==> config.mk <==
export PLATFORM = sky130hd
export DESIGN_NAME = result_unload_flat
export DESIGN_NICKNAME = d
export VERILOG_FILES = /design/src/rtl/mlp_pkg.sv /design/src/rtl/result_unload_if.sv /design/src/rtl/result_unload_counter.sv /design/src/rtl/result_unload.sv /design/src/flat_wrapper.sv
export SDC_FILE = /design/constraint.sdc
export NUM_CORES = 1
export LEC_CHECK = 0
export ABC_AREA = 1
export CAP_MARGIN = 25
export CORE_MARGIN = 1
export CORE_UTILIZATION = 40
export CTS_CLUSTER_DIAMETER = 30
export DETAILED_ROUTE_END_ITERATION = 12
export PLACE_DENSITY = 0.79
export SLEW_MARGIN = 15
export SYNTH_ARGS = -nofsm -noshare
export SYNTH_HDL_FRONTEND = slang
export SYNTH_SLANG_ARGS = --single-unit
==> constraint.sdc <==
create_clock -name clk -period 2.1 [get_ports clk]
set_input_delay 0.525 -clock clk [delete_from_list [all_inputs] [get_ports clk]]
set_output_delay 0.525 -clock clk [all_outputs]
set_load 0.02 [all_outputs]
==> src/rtl/mlp_pkg.sv <==
// Shared constants and state type for the MLP accelerator result unload path.
package mlp_pkg;

    localparam int DW            = 16;
    localparam int ROWS          = 16;
    localparam int COLS          = 16;
    localparam int WORDS_PER_ROW = COLS / 2;
    localparam int ROW_W         = $clog2(ROWS);
    localparam int WORD_W        = $clog2(WORDS_PER_ROW);
    localparam int IDX_W         = $clog2(ROWS * COLS / 2);

    typedef enum logic [2:0] {
        IDLE,
        FETCH,
        WAIT,
        SEND,
        DONE
    } unload_state_e;

endpackage

==> src/rtl/result_unload_if.sv <==
// Row read port and output word stream between result_unload and its neighbours.
interface result_unload_if;
    import mlp_pkg::*;

    logic                     rd_en_o;
    logic [ROW_W-1:0]         rd_row_o;
    logic [COLS*DW-1:0]       rd_row_data_i;
    logic                     result_valid_o;
    logic                     result_ready_i;
    logic [2*DW-1:0]          result_payload_o;

    modport master (
        output rd_en_o,
        output rd_row_o,
        input  rd_row_data_i,
        output result_valid_o,
        input  result_ready_i,
        output result_payload_o
    );

    modport slave (
        input  rd_en_o,
        input  rd_row_o,
        output rd_row_data_i,
        input  result_valid_o,
        output result_ready_i,
        input  result_payload_o
    );

endinterface

==> src/rtl/result_unload_counter.sv <==
// Generic enable-gated up counter with synchronous active-low clear.
module counter #(
    parameter int cnt_WIDTH = 7
) (
    input  logic                 clk,
    input  logic                 rst_n,
    input  logic                 en,
    output logic [cnt_WIDTH-1:0] count
);

    always_ff @(posedge clk) begin
        if (!rst_n) begin
            count <= '0;
        end else if (en) begin
            count <= count + 1'b1;
        end
    end

endmodule

==> src/rtl/result_unload.sv <==
// Streams the result matrix row by row onto a 32-bit valid/ready port, two elements per word.
module result_unload
    import mlp_pkg::*;
(
    input  logic            clk,
    input  logic            rst_n,
    input  logic            start_i,
    output logic            busy_o,
    output logic            done_o,
    result_unload_if.master bus
);

    unload_state_e      state;
    unload_state_e      state_next;
    logic [IDX_W-1:0]   idx;
    logic [ROW_W-1:0]   row;
    logic [WORD_W-1:0]  word;
    logic [COLS*DW-1:0] row_buf;
    logic               handshake;
    logic               cnt_rst_n;

    assign row       = idx[IDX_W-1 -: ROW_W];
    assign word      = idx[WORD_W-1:0];
    assign handshake = (state == SEND) && bus.result_ready_i;

    // A start accepted in IDLE also clears the word index so every stream begins at word 0.
    assign cnt_rst_n = rst_n && !((state == IDLE) && start_i);

    counter #(
        .cnt_WIDTH (IDX_W)
    ) u_word_cnt (
        .clk   (clk),
        .rst_n (cnt_rst_n),
        .en    (handshake),
        .count (idx)
    );

    always_ff @(posedge clk) begin
        if (!rst_n) begin
            state <= IDLE;
        end else begin
            state <= state_next;
        end
    end

    always_ff @(posedge clk) begin
        if (!rst_n) begin
            row_buf <= '0;
        end else if (state == WAIT) begin
            row_buf <= bus.rd_row_data_i;
        end
    end

    always_comb begin
        state_next           = state;
        bus.rd_en_o          = 1'b0;
        bus.rd_row_o         = '0;
        bus.result_valid_o   = 1'b0;
        bus.result_payload_o = '0;
        busy_o               = (state != IDLE);
        done_o               = 1'b0;

        case (state)
            IDLE: begin
                if (start_i) begin
                    state_next = FETCH;
                end
            end
            FETCH: begin
                bus.rd_en_o  = 1'b1;
                bus.rd_row_o = row;
                state_next   = WAIT;
            end
            WAIT: begin
                state_next = SEND;
            end
            SEND: begin
                bus.result_valid_o   = 1'b1;
                bus.result_payload_o = row_buf[32'(word) * (2*DW) +: 2*DW];
                // Leave after the last word of a row; the counter already points at the next row.
                if (handshake && (word == WORD_W'(WORDS_PER_ROW - 1))) begin
                    state_next = (row == ROW_W'(ROWS - 1)) ? DONE : FETCH;
                end
            end
            DONE: begin
                done_o     = 1'b1;
                state_next = IDLE;
            end
            default: begin
                state_next = IDLE;
            end
        endcase
    end

endmodule

==> src/flat_wrapper.sv <==
// flat-port wrapper written by rule: the top's interface ports become plain ports
module result_unload_flat import mlp_pkg::*;
  (clk, rst_n, start_i, busy_o, done_o, bus_rd_en_o, bus_rd_row_o, bus_rd_row_data_i, bus_result_valid_o, bus_result_ready_i, bus_result_payload_o);
  result_unload_if bus_i ();
  input  logic clk;
  input  logic rst_n;
  input  logic start_i;
  output logic busy_o;
  output logic done_o;
  output wire logic [$bits(bus_i.rd_en_o)-1:0] bus_rd_en_o;
  output wire logic [$bits(bus_i.rd_row_o)-1:0] bus_rd_row_o;
  input wire logic [$bits(bus_i.rd_row_data_i)-1:0] bus_rd_row_data_i;
  output wire logic [$bits(bus_i.result_valid_o)-1:0] bus_result_valid_o;
  input wire logic [$bits(bus_i.result_ready_i)-1:0] bus_result_ready_i;
  output wire logic [$bits(bus_i.result_payload_o)-1:0] bus_result_payload_o;
  assign bus_rd_en_o = bus_i.rd_en_o;
  assign bus_rd_row_o = bus_i.rd_row_o;
  assign bus_i.rd_row_data_i = bus_rd_row_data_i;
  assign bus_result_valid_o = bus_i.result_valid_o;
  assign bus_i.result_ready_i = bus_result_ready_i;
  assign bus_result_payload_o = bus_i.result_payload_o;
  result_unload u_core (.clk(clk), .rst_n(rst_n), .start_i(start_i), .busy_o(busy_o), .done_o(done_o), .bus(bus_i));
endmodule
Fig. 1: clock wiring as the flow saved it
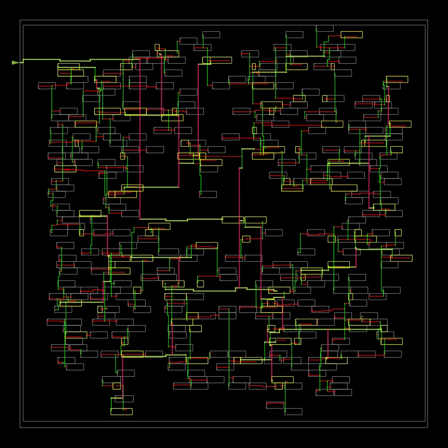
Latency at later pin: 0.54 ns
number of buffers created by CTS: 54
Clock Skew: 0.01376 ns

Fig. 2: wiring by layer
Scale: 3 px per um.
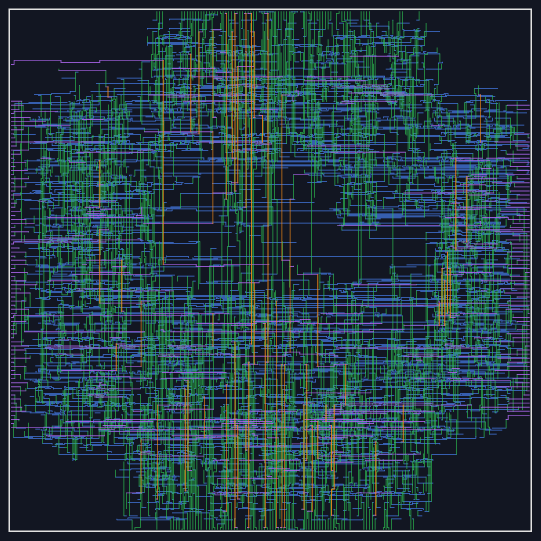
- green: metal 2 (wire length 19900 um)
- blue: metal 1 (wire length 18300 um)
- orange: metal 4 (wire length 1910 um)
- purple: metal 3 (wire length 3720 um)

Fig. 3: logic cells by family
Scale: 1.5 px per um.
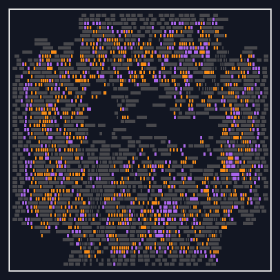
- orange: NOR gates (cells 715; where widely spread)
- purple: inverting AOI/OAI gates (cells 426; where widely spread)

Fig. 4: PDN straps and rails
Scale: 2 px per um. Pins as bars on the die edge.
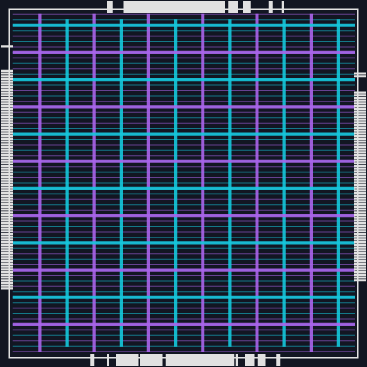
- cyan: VDD
- purple: VSS
- signal pins: 300
- met4 straps: 12

Fig. 5: routed clock nets over the placement
Scale: 1.5 px per um.
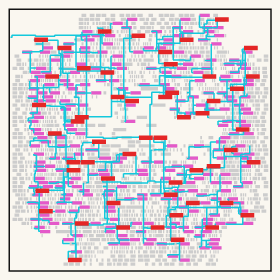
- magenta: flip-flops (count 266)
- red: clock drivers (count 54)
- cyan: clock wires (length 3750 um)
- flops lie: widely spread
- routed clock nets: 55

==> metrics.yaml <==
clock_tree:
  clk_pin_slew_ns: 0.05
  htree_num_levels: 2
  ctsHoldBuffers: 0
  postCtsSetupBuffers: 15
sta:
  setup_viol: 32
  period_used_share: 1.243
  period_needed_ns: 2.611
  tightest_slew_ns: 0.3807
  fmax_mhz: 383.0
  max_slew_margin: 0.7436
  rsz0062_at_grt: "yes"
  setup_slack_ns: -0.5111
  fin_tns_setup_ns: -13.16
  hold_violations: 0
critical_path:
  r2r_start: "u_core.state[0]$_SDFFE_PN0P_"
  crit_path_start_kind: "flip-flop"
  max_stage_delay_ns: 0.36
  reg2reg_depth: 8
  worstReg2RegEnd: "u_core.row_buf[238]$_SDFFE_PN0P_"
  crit_cells: 10
  path_cells: "buf_12, buf_12, buf_8, nor2_1, nor2_1, o21ai_1, nand3_1, nand2_1, nor2_1, buf_4"
  path_buffers: 4
  setup.worst_path.start: "u_core.u_word_cnt.count[0]$_SDFFE_PN0P_"
  rrSetupSlack_ns: 0.15
  cpMaxStageDelayCell: "dfxtp_4"
routing:
  ant_nets: 0
  dr.pass1.iters: 7
  wl_met2_mm: 19.88
  drt_iter0_markers: 1205
  highest_layer: "met4"
logic_synthesis:
  logic_family: "simple AND/OR/NAND/NOR gates"
  synth_top_cell_by_area: "dfxtp_1"
  syn_area_per_cell_um2: 6.695
  topCellsByArea: "dfxtp_1, nor2_1, o21ai_0"
  simple_gate_area_frac: 0.2953
  synth_cells: 1758
  synthArstFlopShare: 0
  yosys.area.top_type_share: 0.4524
  ys_ff: 266
hold_path:
  hold_start: "rst_n"
  worstHoldEndpoint: "u_core.state[0]$_SDFFE_PN0P_"
  hold_path_depth: 3
  min_path_type: "in -> reg"
global_routing:
  grt_max_degree: 169
  grt_pass1_wl_mm: 65.01
  antenna_found_initial: 7
  groute.layer.met3.usage: 0.04759
  grt_use_met1: 0.3608
  grt_pass1_vias: 12210
  met2_usage: 0.4287
power:
  p_leak_nw: 7.076
  power.switching_mw: 4.925
  total_power_mw: 17.37
  p_clk_mw: 8.21
  swShare: 0.2836
  clockPowerShare: 0.473
  intPower_mw: 12.44
  p_comb_mw: 3.00
  p_seq_mw: 6.16
finish:
  top_area_cell_class: "combinational gates"
  seq-cell-share: 0.2934
  drive_gt1_frac: 0.1714
  comb_share: 0.3380
  layout.nets: 2336
  syn2layout_area_growth_pct: 54.51
  layout.nonclk_buf_frac: 0.2378
place:
  place_worst_setup_slack_ns: -0.3528
  dp_cells: 2375
  placed_cell_area_um2: 15360
run:
  drv_cap: 0
  warning_count: 29
status:
  status: "finished with violations"
  violations: "setup timing"
floorplanning:
  chipArea_um2: 30110
  num_rows: 62
## cell usage in the layout, fill, tap and decap left out, types with 7 or more instances in the layout
master / instances
a21oi_1: 17
clkdlybuf4s50_1: 258
nor2_1: 661
nand2_2: 15
a21oi_2: 19
nand3_2: 7
nor2_2: 34
nor2_4: 17
o21ai_2: 21
buf_12: 27
clkbuf_16: 60
dfxtp_1: 261
diode_2: 7
clkinvlp_4: 11
o21ai_1: 63
buf_6: 25
buf_4: 63
o21ai_0: 301
clkinv_4: 7
clkinv_2: 11
nand3_1: 30
inv_1: 14
nand2_1: 134
## registers in the layout, summed over array words and instances, names as in the netlist
name / count
u_core.row_buf: 256
u_core.u_word_cnt.count: 7
u_core.state: 3
No activity file was given, so power comes from the tool's default toggle rates.
